### src/rtl/apb_pkg.sv
// Shared types and default widths for the multi-requester APB master.
package apb_pkg;

  localparam int unsigned APB_ADDR_W = 8;
  localparam int unsigned APB_DATA_W = 8;

  typedef enum logic [1:0] {
    APB_IDLE,
    APB_SETUP,
    APB_ACCESS
  } apb_state_e;

  typedef struct packed {
    logic                  write;
    logic [APB_ADDR_W-1:0] addr;
    logic [APB_DATA_W-1:0] wdata;
  } apb_req_t;

endpackage

### src/rtl/apb_rr_arbiter.sv
// Round-robin arbiter: one-hot grant scanning upward from a rotating pointer.
module apb_rr_arbiter #(
  parameter int unsigned N_REQ = 4
) (
  input  logic                     pclk,
  input  logic                     prst,
  input  logic [N_REQ-1:0]         req,
  input  logic                     advance,
  output logic [N_REQ-1:0]         grant,
  output logic [$clog2(N_REQ)-1:0] grant_idx
);

  localparam int unsigned IDX_W = $clog2(N_REQ);

  logic [IDX_W-1:0] ptr_q;
  logic             found;
  int unsigned      cand;

  always_comb begin
    grant     = '0;
    grant_idx = '0;
    found     = 1'b0;
    cand      = 0;
    for (int unsigned off = 0; off < N_REQ; off++) begin
      cand = (int'(ptr_q) + off) % N_REQ;
      if (!found && req[cand]) begin
        found       = 1'b1;
        grant[cand] = 1'b1;
        grant_idx   = IDX_W'(cand);
      end
    end
  end

  // Pointer moves to just past the winner so it has lowest priority next time.
  always_ff @(posedge pclk) begin
    if (prst) begin
      ptr_q <= '0;
    end else if (advance && found) begin
      if (grant_idx == IDX_W'(N_REQ - 1)) begin
        ptr_q <= '0;
      end else begin
        ptr_q <= grant_idx + 1'b1;
      end
    end
  end

endmodule

### src/rtl/apb_master_arb.sv
// APB master that arbitrates N local requesters round-robin onto a single APB bus
// and returns read data or a timeout error to the winner.
module apb_master_arb
  import apb_pkg::*;
#(
  parameter int unsigned N_REQ    = 4,
  parameter int unsigned ADDR_W   = APB_ADDR_W,
  parameter int unsigned DATA_W   = APB_DATA_W,
  parameter int unsigned WAIT_MAX = 15
) (
  input  logic                    pclk,
  input  logic                    prst,
  input  logic [N_REQ-1:0]        req_valid,
  input  logic [N_REQ-1:0]        req_write,
  input  logic [N_REQ*ADDR_W-1:0] req_addr,
  input  logic [N_REQ*DATA_W-1:0] req_wdata,
  output logic [N_REQ-1:0]        req_ready,
  output logic [N_REQ-1:0]        rsp_valid,
  output logic [DATA_W-1:0]       rsp_rdata,
  output logic                    rsp_err,
  output logic                    busy,
  output logic                    psel,
  output logic                    pen,
  output logic                    pwrite,
  output logic [ADDR_W-1:0]       paddr,
  output logic [DATA_W-1:0]       pwdata,
  input  logic                    pready,
  input  logic [DATA_W-1:0]       prdata
);

  localparam int unsigned IDX_W = $clog2(N_REQ);

  apb_state_e       state_q;
  logic [N_REQ-1:0] grant;
  logic [N_REQ-1:0] owner_q;
  logic [IDX_W-1:0] grant_idx;
  logic [7:0]       wait_q;
  logic             idle_ok;
  logic             take;

  assign idle_ok   = (state_q == APB_IDLE) && !prst;
  assign take      = idle_ok && (|req_valid);
  assign req_ready = idle_ok ? grant : '0;

  apb_rr_arbiter #(
    .N_REQ (N_REQ)
  ) u_arb (
    .pclk      (pclk),
    .prst      (prst),
    .req       (req_valid),
    .advance   (take),
    .grant     (grant),
    .grant_idx (grant_idx)
  );

  always_ff @(posedge pclk) begin
    if (prst) begin
      state_q   <= APB_IDLE;
      owner_q   <= '0;
      wait_q    <= '0;
      psel      <= 1'b0;
      pen       <= 1'b0;
      pwrite    <= 1'b0;
      paddr     <= '0;
      pwdata    <= '0;
      busy      <= 1'b0;
      rsp_valid <= '0;
      rsp_rdata <= '0;
      rsp_err   <= 1'b0;
    end else begin
      rsp_valid <= '0;
      unique case (state_q)
        APB_IDLE: begin
          if (take) begin
            // paddr/pwdata/pwrite double as the request latch.
            pwrite  <= req_write[grant_idx];
            paddr   <= req_addr[grant_idx*ADDR_W +: ADDR_W];
            pwdata  <= req_wdata[grant_idx*DATA_W +: DATA_W];
            owner_q <= grant;
            wait_q  <= '0;
            psel    <= 1'b1;
            pen     <= 1'b0;
            busy    <= 1'b1;
            state_q <= APB_SETUP;
          end
        end
        APB_SETUP: begin
          pen     <= 1'b1;
          state_q <= APB_ACCESS;
        end
        APB_ACCESS: begin
          if (pready) begin
            rsp_rdata <= pwrite ? '0 : prdata;
            rsp_err   <= 1'b0;
            rsp_valid <= owner_q;
            psel      <= 1'b0;
            pen       <= 1'b0;
            busy      <= 1'b0;
            state_q   <= APB_IDLE;
          end else if (wait_q == 8'(WAIT_MAX - 1)) begin
            rsp_rdata <= '0;
            rsp_err   <= 1'b1;
            rsp_valid <= owner_q;
            psel      <= 1'b0;
            pen       <= 1'b0;
            busy      <= 1'b0;
            state_q   <= APB_IDLE;
          end else begin
            wait_q <= wait_q + 8'd1;
          end
        end
        default: state_q <= APB_IDLE;
      endcase
    end
  end

endmodule

### config.mk
export PLATFORM = sky130hd
export DESIGN_NAME = apb_master_arb
export DESIGN_NICKNAME = d
export VERILOG_FILES = /design/src/rtl/apb_pkg.sv /design/src/rtl/apb_rr_arbiter.sv /design/src/rtl/apb_master_arb.sv
export SDC_FILE = /design/constraint.sdc
export NUM_CORES = 1
export LEC_CHECK = 0
export CAP_MARGIN = 20
export CELL_PAD_IN_SITES_DETAIL_PLACEMENT = 1
export CELL_PAD_IN_SITES_GLOBAL_PLACEMENT = 1
export CORE_MARGIN = 2
export CORE_UTILIZATION = 26
export DETAILED_ROUTE_END_ITERATION = 8
export PLACE_DENSITY_LB_ADDON = 0.1
export SYNTH_ARGS = -nofsm -noshare
export SYNTH_HDL_FRONTEND = slang
export SYNTH_SLANG_ARGS = --single-unit
### constraint.sdc
create_clock -name pclk -period 4.1 [get_ports pclk]
set_input_delay 1.23 -clock pclk [delete_from_list [all_inputs] [get_ports pclk]]
set_output_delay 1.23 -clock pclk [all_outputs]
set_load 0.05 [all_outputs]
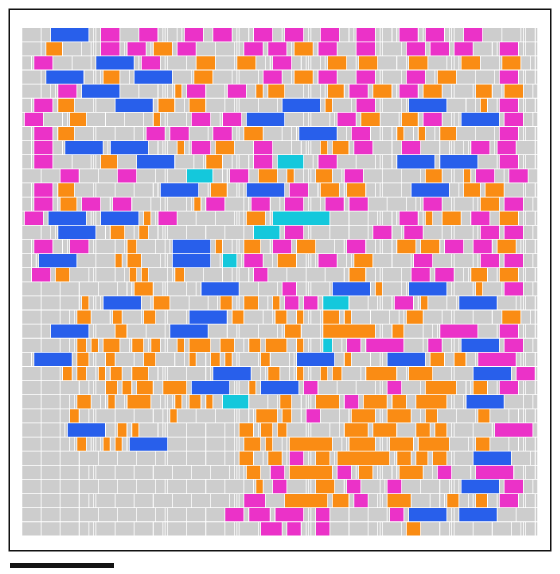
Run 1: cells colored by class
The bar under the picture is 20 um long. Fill, decap, tap and diode cells in gray.
other buffers and delay cells -> magenta  # cells 142
all other logic -> orange  # cells 200
flops -> blue  # cells 48
clock drivers and dummy loads -> cyan  # cells 8
final core occ: 43.7%
sequential share of cell area: 22.6%

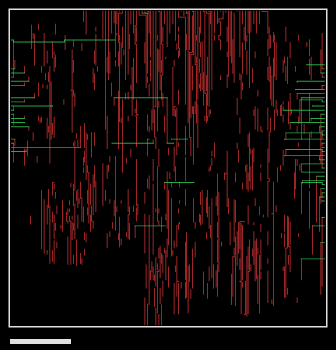
Run 1: routed metal, one color a layer
The bar under the picture is 20 um long. Two of the layers only.
met2 -> red  # wire length 4180 um
met3 -> green  # wire length 379 um

==> flow_metrics.tcl, run 1 <==
# collected from the flow reports
set metrics [dict create \
    outcome "finished, violations left" \
    violations "negative setup slack" \
    core.rowCount 36 \
    r2r_slack_ps 1190 \
    clkPwrFrac_pct 15.2 \
    insertion_delay_ps 300 \
    taps 133 \
    setup-violations-final 3 \
    h-tree-depth 2 \
    edf_count 0 \
    cts_inserted_buffers 5 \
    antenna_found_initial 0 \
    worstMarginPinSlew_ps 928 \
    logic_area_um2 1570 \
    maxSlewHeadroom_pct 37.6 \
    worst-r2r-cell-count 12 \
    cap_violations 0 \
    overflow 0 \
    cts-resized-gates 25 \
    antenna_cells 0 \
    die_area_um2 10800 \
    synth_nets 354 \
    topCombFamilyByArea "AND-OR/OR-AND gates" \
    layout_setup_ws_ps -19.7 \
    clock_sinks 48 \
    final_nets 488 \
    hold_depth 1 \
    intPower_w 0.00135 \
]
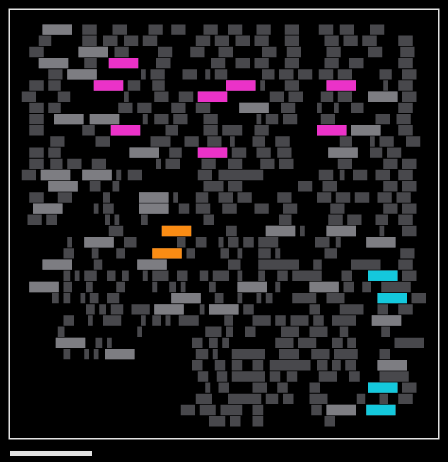
Run 1: sequential cells grouped by signal name
The bar under the picture is 20 um long.
rsp_valid -> cyan  # placed flops 4, where lower right
state_q -> orange  # placed flops 2
paddr -> magenta  # placed flops 8

-- run 1: layout by cell type, fill, tap and decap left out, types with 4 or more instances in the layout --
master           netlist  final
ha_1                   8      8
buf_12                 0      5
mux2i_1               35     35
clkbuf_8               0      5
a22o_1                 8      8
nand2_1               22     22
a211oi_1               4      4
clkdlybuf4s50_1        0    111
nor3_1                 4      4
buf_4                  2     22
o221ai_1              17     17
inv_1                  4      4
a22oi_1                7      4
or2_1                  4      4
dfxtp_1               48     48
nor2_1                16     16
a21o_1                 5      5
a22oi_2                1      4
a21oi_4                0      4
and2_1                 4      4
a21oi_1                7      7
-- run 1: power groups by stage --
| stage | combinational, W | sequential, W | clock [W] |
|---|---|---|---|
| final | 0.00136 | 0.000601 | 0.000352 |
| after CTS | 0.00137 | 0.000602 | 0.000366 |
| after floorplan | 0.000710 | 0.000850 | 0 |
| after global routing | 0.00145 | 0.000613 | 0.000385 |
| after global placement | 0.00134 | 0.000609 | 0 |
| after detailed placement | 0.00135 | 0.000613 | 0 |
-- run 1: critical path, delay by kind of cell --
| kind | cells | cell delay (ps) |
|---|---|---|
| AND-OR/OR-AND | 3 | 470 |
| multiplexers | 1 | 470 |
| buffers and inverters | 3 | 460 |
| AND/OR/NAND/NOR | 1 | 270 |
-- run 1: layer usage --
metal	GRT usage (%)	vias to the layer above	share of wire (%)
met3	3.76	10	4.4
met1	19.8	1223	45
li1	-	1246	-
met2	27.1	65	49
met5	0	-	0
met4	4.34	0	1.7
-- run 1: stage by stage --
| stage | instances | setup slack (ps) |
|---|---|---|
| final | 531 | -19.7 |
| after global placement | 518 | -447 |
| after global routing | 531 | -87.7 |
| after detailed placement | 518 | -495 |
| after CTS | 530 | -119 |
| after floorplan | 263 | 2.04 |
==> run 2, diff against run 1 <==
- SLEW_MARGIN: not set -> 20
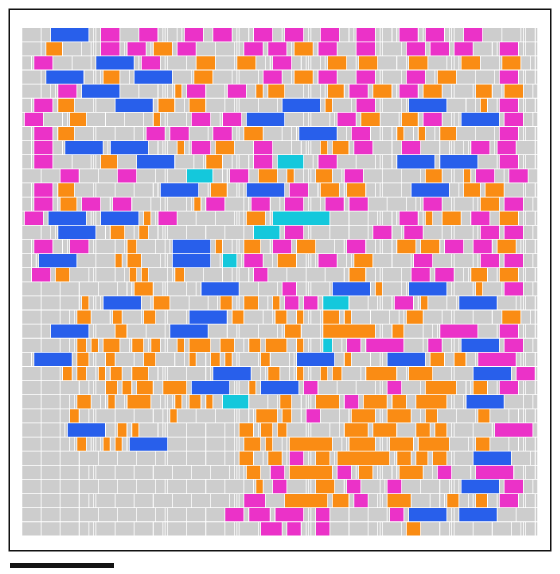
Run 2: cells colored by class
The bar under the picture is 20 um long. Fill, decap, tap and diode cells in gray.
other buffers and delay cells -> magenta  # cells 142
all other logic -> orange  # cells 200
flops -> blue  # cells 48
clock drivers and dummy loads -> cyan  # cells 8

==> run 2 against run 1 <==
The run still ends with negative setup slack left; total power unchanged; clock power about the same; sequential share of layout area unchanged; flip-flop count stayed put; routed wire length is the same; register-to-register slack about the same; highest routed layer unchanged; global-route usage unchanged; non-clock buffer count stayed put; die size unchanged; count of clock-buffer cells in the layout stayed put; critical path type unchanged.
==> flow_metrics.tcl, run 2 <==
# collected from the flow reports
set metrics [dict create \
    outcome "finished, violations left" \
    violations "negative setup slack" \
    logic_area_um2 1570 \
    cap_violations 0 \
    dp.cells 518 \
    lay_top_cells "111 x clkdlybuf4s50_1, 48 x dfxtp_1, 35 x mux2i_1" \
    antenna_cells 0 \
    h-tree-depth 2 \
    topCombFamilyByArea "AND-OR/OR-AND gates" \
    die_area_um2 10800 \
    final_nets 488 \
    r2r_slack_ps 1190 \
    overflow 0 \
    final_util_pct 43.7 \
    setup-violations-final 3 \
    core.rowCount 36 \
    path_delay_family "AND-OR/OR-AND gates" \
    insertion_delay_ps 300 \
    edf_count 0 \
    antenna_found_initial 0 \
    fin_cells 531 \
    synth_nets 354 \
    crit_buf_inv 3 \
    layout_setup_ws_ps -19.7 \
]
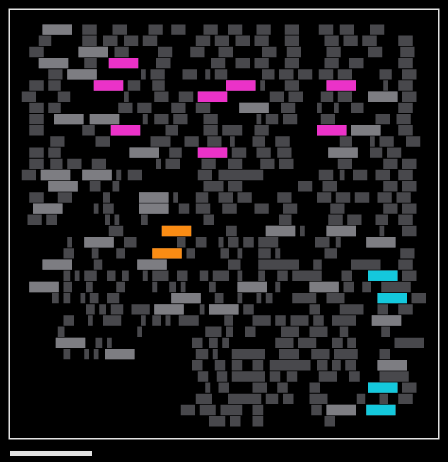
Run 2: sequential cells grouped by signal name
The bar under the picture is 20 um long.
state_q -> orange  # placed flops 2
paddr -> magenta  # placed flops 8
rsp_valid -> cyan  # placed flops 4, where lower right

[run 2: worst register-to-register path, stage by stage, from the launching register on]
cell       delay (ps)
dfxtp_1           360
inv_2             100
ha_1              340
mux4_2            520
buf_4             180
nor2b_4           170
buf_4             130
buf_4             100
nor2_1             70
o2bb2ai_4         140
buf_12            260
mux2i_1           270
o221ai_1          150
[run 2: routing by layer]
metal  GRT usage (%)  vias up  wire (um)
li1                -     1246          -
met1            19.8     1223       3830
met2            27.1       65       4180
met3            3.76       10        378
met4            4.34        0        145
met5               0        -          0
[run 2: what timing repair did]
| item | 4_1_cts | 5_1_grt |
|---|---|---|
| endpoints found under the hold margin | 0 | 0 |
| resized | 25 | 0 |
| setup buffers | 4 | 1 |
| pin swaps | 7 | 3 |
| endpoints found under the setup margin | 4 | 4 |
[run 2: area by class of cell]
| cell class | count | share of cell area [%] |
|---|---|---|
| Multi-Input combinational cell | 194 | 36.9 |
| Timing Repair Buffer | 142 | 33.5 |
| Sequential cell | 48 | 22.6 |
| Tap cell | 133 | 3.91 |
| Clock buffer | 5 | 1.62 |
| Clock inverter | 3 | 1.00 |
| Inverter | 6 | 0.529 |
[run 2: report_power, final]
part           internal (W)  switching (W)  total (W)  leakage, nW
Combinational      0.000613       0.000752    0.00136         1.18
Sequential         0.000557      0.0000441   0.000601        0.393
Clock              0.000181       0.000171   0.000352       0.0541
[run 2: how the worst max path moves through the flow]
stage,end,depth (start not counted)
after floorplan,req_ready[2],5
after detailed placement,req_ready[2],7
after CTS,req_ready[2],8
after global routing,req_ready[2],8
after global placement,req_ready[2],7
final,req_ready[2],8
Power is estimated from default activity; no workload was simulated.
